[config.mk]
export PLATFORM = sky130hd
export DESIGN_NAME = mem_vector_sequencer
export DESIGN_NICKNAME = d
export VERILOG_FILES = /design/src/rtl/mem_vector_sequencer.sv
export SDC_FILE = /design/constraint.sdc
export NUM_CORES = 1
export LEC_CHECK = 0
export CAP_MARGIN = 0
export CORE_ASPECT_RATIO = 1.75
export CORE_MARGIN = 1
export CORE_UTILIZATION = 45
export CTS_BUF_LIST = sky130_fd_sc_hd__clkbuf_8
export DETAILED_ROUTE_END_ITERATION = 10
export GPL_TIMING_DRIVEN = 0
export PLACE_DENSITY = 0.85
export SETUP_SLACK_MARGIN = 0.05
export SLEW_MARGIN = 30
export SYNTH_ARGS = -nofsm -noshare
export SYNTH_HDL_FRONTEND = slang
export SYNTH_SLANG_ARGS = --single-unit
[constraint.sdc]
create_clock -name clk -period 4.6 [get_ports clk]
set_input_delay 0.69 -clock clk [delete_from_list [all_inputs] [get_ports clk]]
set_output_delay 0.69 -clock clk [all_outputs]
set_load 0.1 [all_outputs]
[src/rtl/mem_vector_sequencer.sv]
// Serialises a nine-lane vector store or load into single-word data-memory accesses,
// stalling the upstream pipe until the transfer completes.
module mem_vector_sequencer (
  input  logic              clk,
  input  logic              reset,
  input  logic              MemWriteVM,
  input  logic              RegWriteVVM,
  input  logic [31:0]       ALUResultM,
  input  logic signed [8:0] WriteDataVM [0:8],
  input  logic [31:0]       MemRData,
  output logic [31:0]       MemAddr,
  output logic [31:0]       MemWData,
  output logic              MemWE,
  output logic signed [8:0] ReadDataVM [0:8],
  output logic              StallM,
  output logic              VDone
);

  // state     | meaning
  // IDLE      | waiting for a store or load request
  // STORE     | one memory write per lane, lanes 0..8
  // LOAD      | one read address per lane; lane-1 data captured from the previous read
  // LOAD_LAST | capture the read issued for lane 8
  // DONE      | one-cycle completion pulse, pipe released
  typedef enum logic [2:0] {
    IDLE      = 3'd0,
    STORE     = 3'd1,
    LOAD      = 3'd2,
    LOAD_LAST = 3'd3,
    DONE      = 3'd4
  } state_t;

  localparam logic [3:0] LAST_LANE = 4'd8;

  state_t            r_state;
  state_t            w_next_state;
  logic [3:0]        r_lane;
  logic [31:0]       r_base;
  logic signed [8:0] r_wdata [0:8];
  logic signed [8:0] r_rdata [0:8];

  logic              w_start;
  logic              w_last_lane;
  logic [31:0]       w_lane_addr;
  logic              w_unused_rdata;

  assign w_start        = MemWriteVM | RegWriteVVM;
  assign w_last_lane    = (r_lane == LAST_LANE);
  assign w_lane_addr    = r_base + {28'd0, r_lane};
  assign w_unused_rdata = ^MemRData[31:9];
  assign ReadDataVM     = r_rdata;

  always_comb begin
    w_next_state = r_state;
    MemWE        = 1'b0;
    MemAddr      = 32'd0;
    MemWData     = 32'd0;
    StallM       = 1'b0;
    VDone        = 1'b0;
    case (r_state)
      IDLE: begin
        if (w_start) begin
          StallM       = 1'b1;
          w_next_state = MemWriteVM ? STORE : LOAD;
        end
      end
      STORE: begin
        StallM   = 1'b1;
        MemWE    = 1'b1;
        MemAddr  = w_lane_addr;
        MemWData = {{23{r_wdata[r_lane][8]}}, r_wdata[r_lane]};
        if (w_last_lane) w_next_state = DONE;
      end
      LOAD: begin
        StallM  = 1'b1;
        MemAddr = w_lane_addr;
        if (w_last_lane) w_next_state = LOAD_LAST;
      end
      LOAD_LAST: begin
        StallM       = 1'b1;
        w_next_state = DONE;
      end
      DONE: begin
        VDone        = 1'b1;
        w_next_state = IDLE;
      end
      default: w_next_state = IDLE;
    endcase
    // The accept-stall looks straight at the request inputs, so it must be masked by reset too.
    if (!reset) StallM = 1'b0;
  end

  always_ff @(posedge clk or negedge reset) begin
    if (!reset) begin
      r_state <= IDLE;
      r_lane  <= 4'd0;
      r_base  <= 32'd0;
      for (int i = 0; i < 9; i++) begin
        r_wdata[i] <= '0;
        r_rdata[i] <= '0;
      end
    end else begin
      r_state <= w_next_state;
      case (r_state)
        IDLE: begin
          if (w_start) begin
            r_base <= ALUResultM;
            r_lane <= 4'd0;
            for (int i = 0; i < 9; i++) r_wdata[i] <= WriteDataVM[i];
          end
        end
        STORE: begin
          r_lane <= w_last_lane ? 4'd0 : r_lane + 4'd1;
        end
        LOAD: begin
          // Read data trails its address by one cycle.
          if (r_lane != 4'd0) r_rdata[r_lane - 4'd1] <= MemRData[8:0];
          r_lane <= w_last_lane ? 4'd0 : r_lane + 4'd1;
        end
        LOAD_LAST: begin
          r_rdata[8] <= MemRData[8:0];
        end
        default: ;
      endcase
    end
  end

endmodule
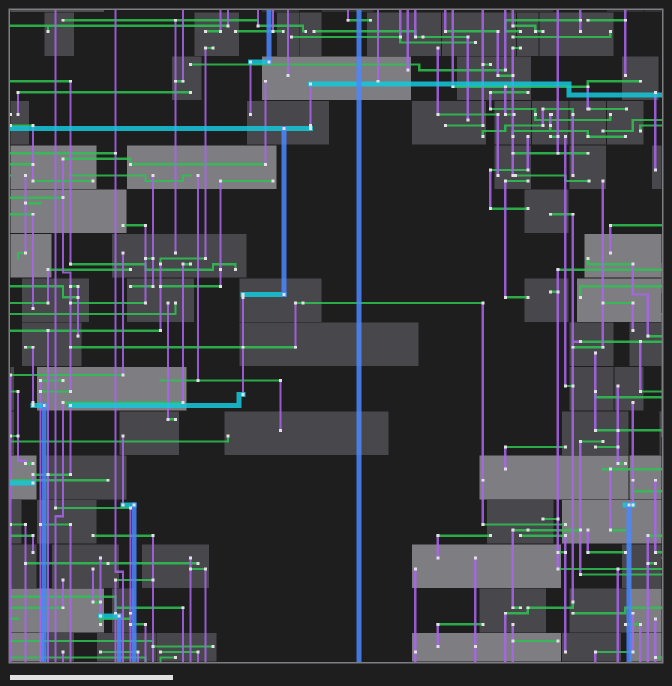
(a small window of the routed layout)
Scale bar: 10 um. Region (37, 39) to (77, 79) um. Cells in gray, sequential cells in the stronger gray; small squares are vias.
Key: blue = metal 4; green = metal 1; purple = metal 2; cyan = metal 3
Sequential cells in the window: 12. Netlist names of flops here include `ReadDataVM` (6), `r_wdata` (5). 58 logic cells have their middle in the window. Most frequent: dfrtp_1 (12), and3_1 (6).

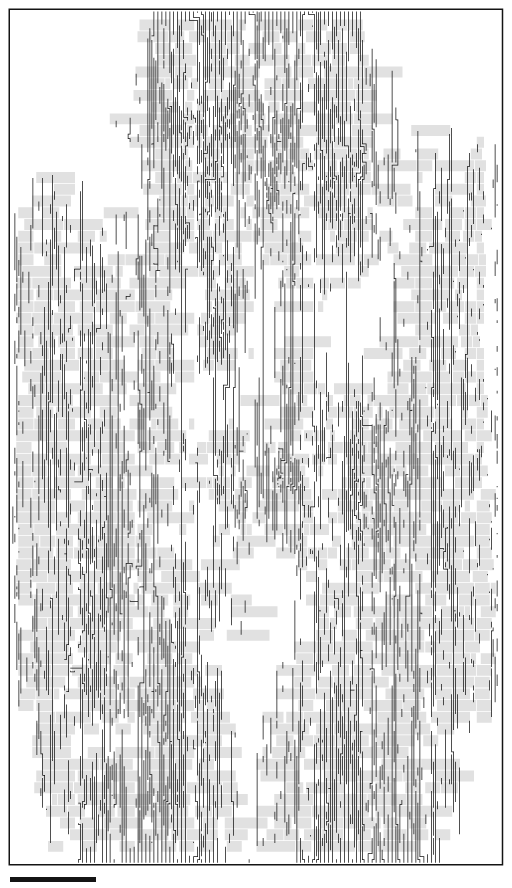
(metal 2)
Scale bar: 20 um.
The layer carries 13800 um of wire. The wires run mostly vertical. The longest straight run is 102 um. 1124 nets have wire on it. The layer holds 53% of the routed length.

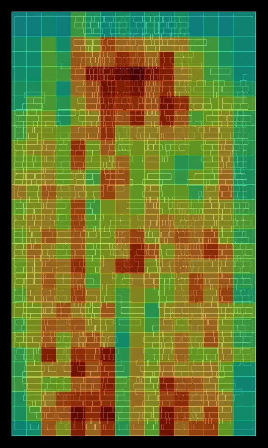
(track usage over the die)
GR Util met1: 0.2561
gr usage total: 0.2352
grt peak-use layer: met2
Layout Utilization: 0.6279

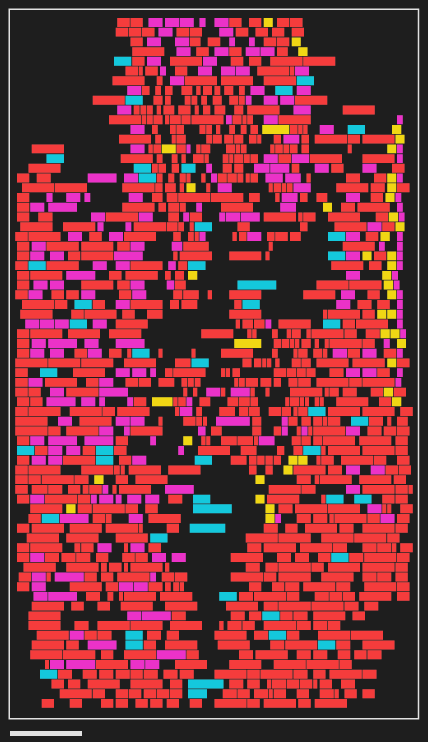
(cell sizes after repair)
Scale bar: 20 um.
Key: yellow = _3 and _4 cells [cells 43, share 3.9%]; magenta = _2 cells [cells 212, share 19%]; cyan = _6 and larger [cells 46, share 4.2%]; red = _0 and _1 cells [cells 792, share 72%]

==> results.cfg <==
; implementation run metrics
[floorplanning]
fp.dieW_um = 114.0
dieArea_um2 = 22560
coreArea_um2 = 21500
row_count = 71
fp_util = 0.4593

[timing]
worst_pin_slew_ns = 1.030
max_freq_mhz = 226.1
fin_skew_ns = 0.01771
finalClockPeriodUsage = 0.9615
slew_viol_final = 0

[min_path]
hold_path_depth = 1
hp-start = ReadDataVM[12]

[cells_and_area]
stdcell_count = 1387
num-fill-cells = 1704
fin_area_um2 = 13500

[grt]
first_global_vias = 7760
overflow = 0

[clock_network]
clock_latency_ns = 0.56
cts_inserted_buffers = 29
htreeDepth = 1
cts_root_buf = clkbuf_8
path_clk_slew_ns = 0.06

[worst_setup_path]
r2r-start = r_lane[0]
slowest_stage = clkdlybuf4s15_1
ff2ff_setup_slack_ns = 1.58
cp_cell_sequence = ha_1 > a211o_1 > a21oi_1 > buf_2 > nor4b_2 > mux2i_1 > clkdlybuf4s15_1
crit_required_ns = 3.91
r2r_cells = 7

[routing]
wl_um = 26110
drtAntennaViolNets = 0
drt_iter0_drc = 304
viasPerCell = 5.376

[synthesis]
top_area_frac = 0.5094
ys.flops = 201
ys_seq_share = 0.5094
syn_inst = 772
edf_count = 0

[placement]
place_area_um2 = 12950
dpl.hpwl_um = 19440

[job]
drv_cap = 0

[run_status]
status = completed
==> routing by layer <==
layer	GRT usage	up-vias	wire length, um
met4	0.1376	0	1432
met3	0.03887	84	1426
li1	-	3400	-
met2	0.4247	285	13770
met1	0.2561	3688	9473
met5	0	-	0
==> worst register-to-register path, delay by kind of cell, from the launching register on <==
kind | cells | cell delay, ns
buf+inv | 3 | 0.86
simple gates | 1 | 0.21
compound gates | 1 | 0.61
flops | 1 | 0.55
mux | 1 | 0.36
fa+ha+maj | 1 | 0.31
==> kinds of logic after synthesis <==
group	Yosys count	share of synthesized area
mux	217	0.2659
flops	201	0.5094
simple gates	156	0.09568
buf+inv	95	0.05208
compound gates	88	0.05867
fa+ha+maj	11	0.01470
xor+xnor	4	0.003549
==> worst max-delay path by stage <==
stage	cells after the start	from	end	slack, ns
CTS	9	r_lane[1]	MemAddr[28]	0.06
global route	6	r_lane[2]	MemWData[4]	0.05
finish	7	r_lane[1]	MemAddr[23]	0.18
global placement	3	reset	StallM	-5.53
detailed placement	9	r_lane[1]	MemAddr[26]	-0.65
floorplan	7	r_lane[1]	MemAddr[18]	0.05
==> cells in the final DEF, fill, tap and decap left out, drive strengths merged, types with 10 or more instances in the layout <==
cell and instances:
nor2 10, dfrtp 201, and3 11, buf 80, mux4 18, o31ai 10, o21ai 22, nand2 50
a21oi 19, or3 15, mux2 182, clkbuf 81, or4 11, ha 10, inv 20, nand3 11
mux2i 17, clkdlybuf4s15 14, clkdlybuf4s50 207, o211ai 19
==> cells in the mapped netlist, types with 6 or more instances <==
cell	count
dfrtp_1	201
mux2_2	106
mux2_1	76
nand2_1	50
buf_4	33
buf_2	21
a21oi_1	19
o211ai_1	19
mux4_2	18
clkbuf_1	17
mux2i_1	17
or3_1	15
o21ai_0	13
and3_1	11
buf_1	11
inv_1	11
nand3_1	11
ha_1	10
nor2_1	10
o31ai_1	10
or4_1	10
o21ai_1	9
nand4_1	6
==> area by class of cell <==
cell class / count / area [um2] / area share
Tap cell: 292 / 365.4 / 0.02706
Buffer: 83 / 473.0 / 0.03504
Clock inverter: 14 / 112.6 / 0.008342
Sequential cell: 201 / 5031 / 0.3727
Antenna cell: 2 / 5.005 / 0.0003707
Multi-Input combinational cell: 476 / 4358 / 0.3228
Timing Repair Buffer: 267 / 2559 / 0.1895
Inverter: 12 / 45.04 / 0.003337
Clock buffer: 40 / 550.5 / 0.04078
==> per-stage QoR <==
stage	TNS (ns)	worst slack [ns]	util
finish	0	0.1773	0.6279
global route	0	0.05012	0.6279
CTS	0	0.05506	0.6321
detailed placement	-5.589	-0.6496	0.6026
global placement	-1105.17	-5.534	0.6000
floorplan	0	0.05465	-
==> repair_timing <==
item / CTS / global route
gates cloned: 0 / 0
endpoints found under the hold margin: 34 / 0
resized: 119 / 53
setup endpoints to repair: 53 / 37
hold buffers: 1 / 0
==> state kept, by name (all words and copies together), names as in the netlist <==
name,count
r_state,3
r_base,32
r_wdata,81
r_lane,4
ReadDataVM,81
